==> config.mk <==
export PLATFORM = sky130hd
export DESIGN_NAME = psum_mem_arbiter
export DESIGN_NICKNAME = d
export VERILOG_FILES = /design/src/rtl/psum_mem_arbiter.sv
export SDC_FILE = /design/constraint.sdc
export NUM_CORES = 1
export LEC_CHECK = 0
export CAP_MARGIN = 0
export CORE_UTILIZATION = 50
export CTS_CLUSTER_SIZE = 20
export DETAILED_ROUTE_END_ITERATION = 6
export PLACE_DENSITY = 0.8
export SLEW_MARGIN = 20
export SYNTH_ARGS = -nofsm -noshare
export SYNTH_HDL_FRONTEND = slang
export SYNTH_SLANG_ARGS = --single-unit
==> constraint.sdc <==
create_clock -name clk -period 5.55 [get_ports clk]
set_input_delay 0.8325 -clock clk [delete_from_list [all_inputs] [get_ports clk]]
set_output_delay 0.8325 -clock clk [all_outputs]
set_load 0.01 [all_outputs]
==> run_1/registers.png <==
Other sequential cells in the stronger gray, the rest of the logic in the fainter gray.
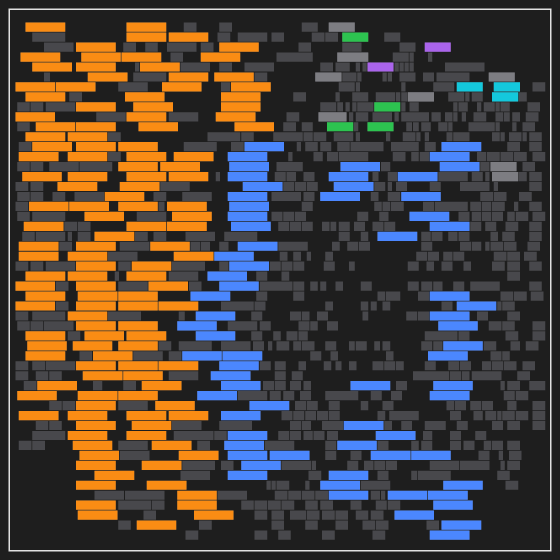
color	netlist name	placed flops
purple	`tail`	2
orange	`wb_data`	128
blue	`wb_addr`	68
green	`wb_valid`	4
cyan	`wbuf_count`	3
Seq power: 2120 uW
Core Util, Final: 0.622
sequential share of cell area: 0.489
Register Area: 6230 sq um

==> run_1/clock_map.png <==
Bar = 50 um.
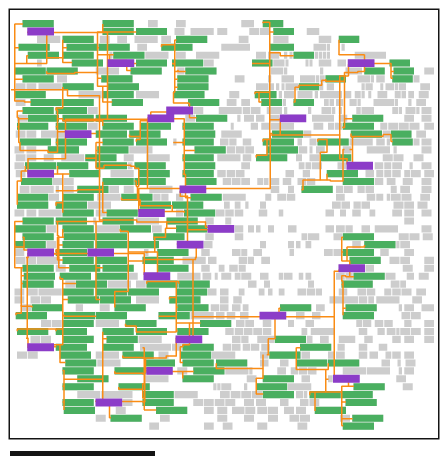
[orange] clock wires | length: 2220 um
[green] flip-flops | count: 213
[purple] cells driving clock nets | count: 23
flops lie	spread over the die
Clock Latency Late Sink: 490 ps
Layout Skew: 5.89 ps
Clk. pwr: 1470 uW
clock network power share: 0.278

==> run_1/gate_families.png <==
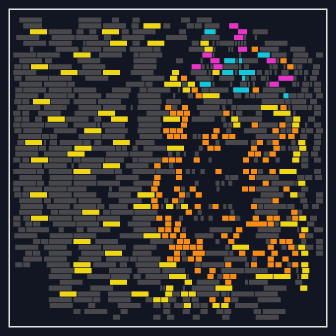
color	family	cells	most used
orange	XOR/XNOR gates	140	xnor2_1
yellow	multiplexers	86	mux4_2
cyan	inverting AOI/OAI gates	10	a311oi_2
magenta	adder and majority cells	11	ha_1
combinational share of cell area: 0.281
Finished Layout Cells: 1075
Commonest Layout Cell: edfxtp_1

==> flow_metrics.py <==
# Flow results
metrics = {
    "critical_path": {
        "crit_buf_inv": 5,
        "cpPeakStageDelay_ps": 570,
        "path_class": "input pin to output pin",
        "worstPathRequired_ps": 4720,
        "cpLargestDelayFamily": "simple AND/OR/NAND/NOR gates",
        "cp.depth": 19,
        "critPathSlowestCell": "or4_4",
        "r2r_setup_slack_ps": 1910,
        "critPathLaunchType": "input pin",
        "reg2regPathDepth": 17,
        "crit_arrival_ps": 4590,
        "crit_path_max_fanout": 5,
        "end_kind": "output pin",
        "worstPathCellList": "clkdlybuf4s50_1 -> buf_4 -> xor2_4 -> nor4_1 -> nand3_1 -> nor4_1 -> or4_4 -> a22oi_4 -> o21ai_4 -> and2_1 -> ha_1 -> inv_1 -> ha_1 -> inv_1 -> fa_1 -> xnor2_1 -> xnor2_1 -> nor2_1 -> clkdlybuf4s15_1",
    },
    "clock_network": {
        "ctsHoldBuffers": 0,
        "cts_sinks": 213,
        "ctsHtreeMaxLevel": 1,
        "cts_tree": "yes",
        "root_buffer": "clkbuf_16",
        "clockBufferDepth": 3,
        "clkSlewWorstSetupHoldPaths_ps": 60,
        "numCtsBuffers": 23,
    },
    "floorplanning": {
        "io_pins": 246,
        "chipArea_sq_um": 21800,
        "die_width_um": 147,
        "die_y_um": 147,
        "fp_util": 0.516,
        "core-area_sq_um": 20500,
        "placementRows": 52,
    },
    "outcome": {
        "status": "finished clean",
    },
    "final_timing": {
        "whs_ps": 525,
        "finalSetupViolations": 0,
        "hold_viol": 0,
        "slew_headroom": 0.360,
        "rsz0062_at_grt": "false",
        "drv_slew": 0,
        "final.min_clock_period_ps": 5420,
        "fmax_mhz": 185,
        "worst_slew_pin_slew_ps": 958,
        "finalClockPeriodUsage": 0.977,
    },
    "yosys": {
        "simple_gate_share": 0.0507,
        "aoi_share": 0.0154,
        "adder_share": 0.0137,
        "logic_family": "multiplexers",
        "yosysUniqueCellTypes": 38,
        "synth_flops": 213,
        "ys_seq_frac": 0.588,
        "syn_avg_cell_area_sq_um": 15.2,
        "async_flop_share": 0,
        "synthCells": 698,
        "yosys_cells": 698,
        "ys_warn_count": 0,
        "syn-cell-area_sq_um": 10600,
        "mux_share": 0.139,
        "synth-edff-count": 196,
        "synthTopCellsByCount": "edfxtp_1, xnor2_1, buf_4, mux4_2, mux2i_1",
        "flop_cell": "edfxtp_1",
        "xor_area_frac": 0.116,
        "yosysTopAreaCellShare": 0.556,
        "synth_area_leader_cell": "edfxtp_1",
        "floorplan.nets": 830,
        "ys_area_sq_um": 10600,
        "yosys.cell_count.top_type": "edfxtp_1",
    },
    "final_layout": {
        "nFillCells": 1513,
        "antennaDiodeCount": 0,
        "largest_register_ffs": 128,
        "drive_gt1_frac": 0.173,
        "syn2layout_area_growth_pct": 20.5,
        "final_nets": 923,
    },
    "grt": {
        "antenna_found_initial": 1,
        "grt_usage": 0.241,
        "grt_max_degree": 50,
        "grt_pass1_vias": 6557,
        "use_met2": 0.416,
        "grt_pass1_wl_mm": 38.7,
        "overflow": 0,
        "grtUsageMet1": 0.301,
        "busiest_layer": "met2",
    },
    "drt": {
        "wl_mm": 25.6,
        "vias_per_cell": 5.60,
        "ant_nets": 0,
        "drt-pass1-iter-count": 5,
        "drcViolationCount": 0,
        "via_count": 6020,
        "drtIter0Drc": 321,
        "detail_route.wl_per_cell_um": 23.8,
    },
    "placed_design": {
        "io_buffers": 149,
        "place.gp.congestion": 0.958,
        "detailed_place_hpwl_mm": 18.3,
    },
    "power_and_ir_drop": {
        "p_leak_uw": 0.00431,
        "power_density_nw_per_um2": 416,
        "ir_drop_uv": 347,
    },
    "hold_path": {
        "holdPathStages": 2,
        "hold_class": "register to register",
    },
    "job": {
        "maxCapViolCount": 0,
        "tool_warnings": 32,
    },
}
[run 1: metrics by stage]
| step | cells | setup TNS [ps] | area (sq um) | worst slack (ps) | power [uW] |
|---|---|---|---|---|---|
| global route | 1075 | 0 | 12700 | 6.32 | 5540 |
| floorplan | 698 | 0 | 10600 | 935 | 3130 |
| global placement | 1035 | -216 | 11900 | -216 | 3820 |
| finish | 1075 | 0 | 12700 | 130 | 5310 |
| CTS | 1074 | 0 | 12700 | 54.1 | 5340 |
| detailed placement | 1035 | -300 | 11900 | -300 | 3850 |
[run 1: timing repair]
| action | 4_1_cts | 5_1_grt |
|---|---|---|
| setup endpoints to repair | 1 | 1 |
| setup buffers | 0 | 0 |
| endpoints found under the hold margin | 0 | 0 |
| resized | 2 | 7 |
[run 1: kinds of logic after synthesis]
logic type | after synthesis
fa+ha+maj | 11
compound gates | 13
flops | 213
simple gates | 103
buf+inv | 132
mux | 86
xor+xnor | 140
[run 1: power by group]
| group | internal, uW | switching [uW] | total, uW |
|---|---|---|---|
| logic | 933 | 783 | 1720 |
| registers | 1960 | 161 | 2120 |
| clock network | 892 | 580 | 1470 |
| total | 3780 | 1520 | 5310 |
[run 1: per-layer routing]
metal / vias up / part of all wire
li1: 2682 / -
met1: 3009 / 0.40
met2: 254 / 0.50
met3: 75 / 0.069
met4: 0 / 0.036
met5: - / 0
[run 1: cell usage in the layout (no fill, tap or decap), drive strengths merged, types with 2 or more instances in the layout]
master	instances
edfxtp	196
clkdlybuf4s50	145
xnor2	108
mux4	49
buf	37
mux2i	35
xor2	32
nand4	28
nand2	24
clkbuf	23
nor2	17
dfxtp	17
nor4	13
inv	13
clkinv	12
ha	10
nor3	7
nand3	6
a311oi	4
bufinv	3
dlymetal6s2s	3
nand2b	2
and2	2
nor2b	2
mux2	2
clkinvlp	2
o21ai	2
[run 1: tightest hold or removal path: cells and delay by family (launching register included)]
kind	cells	cell delay (ps)
DFF	1	350
xor gates and xnor gates	1	80
and+or+nand+nor	1	60
[run 1: area by class of cell]
cell class / instances / area (sq um) / share of cell area
repair buffers: 186 / 1810 / 0.142
clock buffers: 23 / 576 / 0.0451
clock inverters: 16 / 163 / 0.0128
inverters: 14 / 52.6 / 0.00412
flip-flops and latches: 213 / 6230 / 0.489
multi-input cells: 353 / 3580 / 0.281
well taps: 270 / 338 / 0.0265
No activity file was given, so power comes from the tool's default toggle rates.
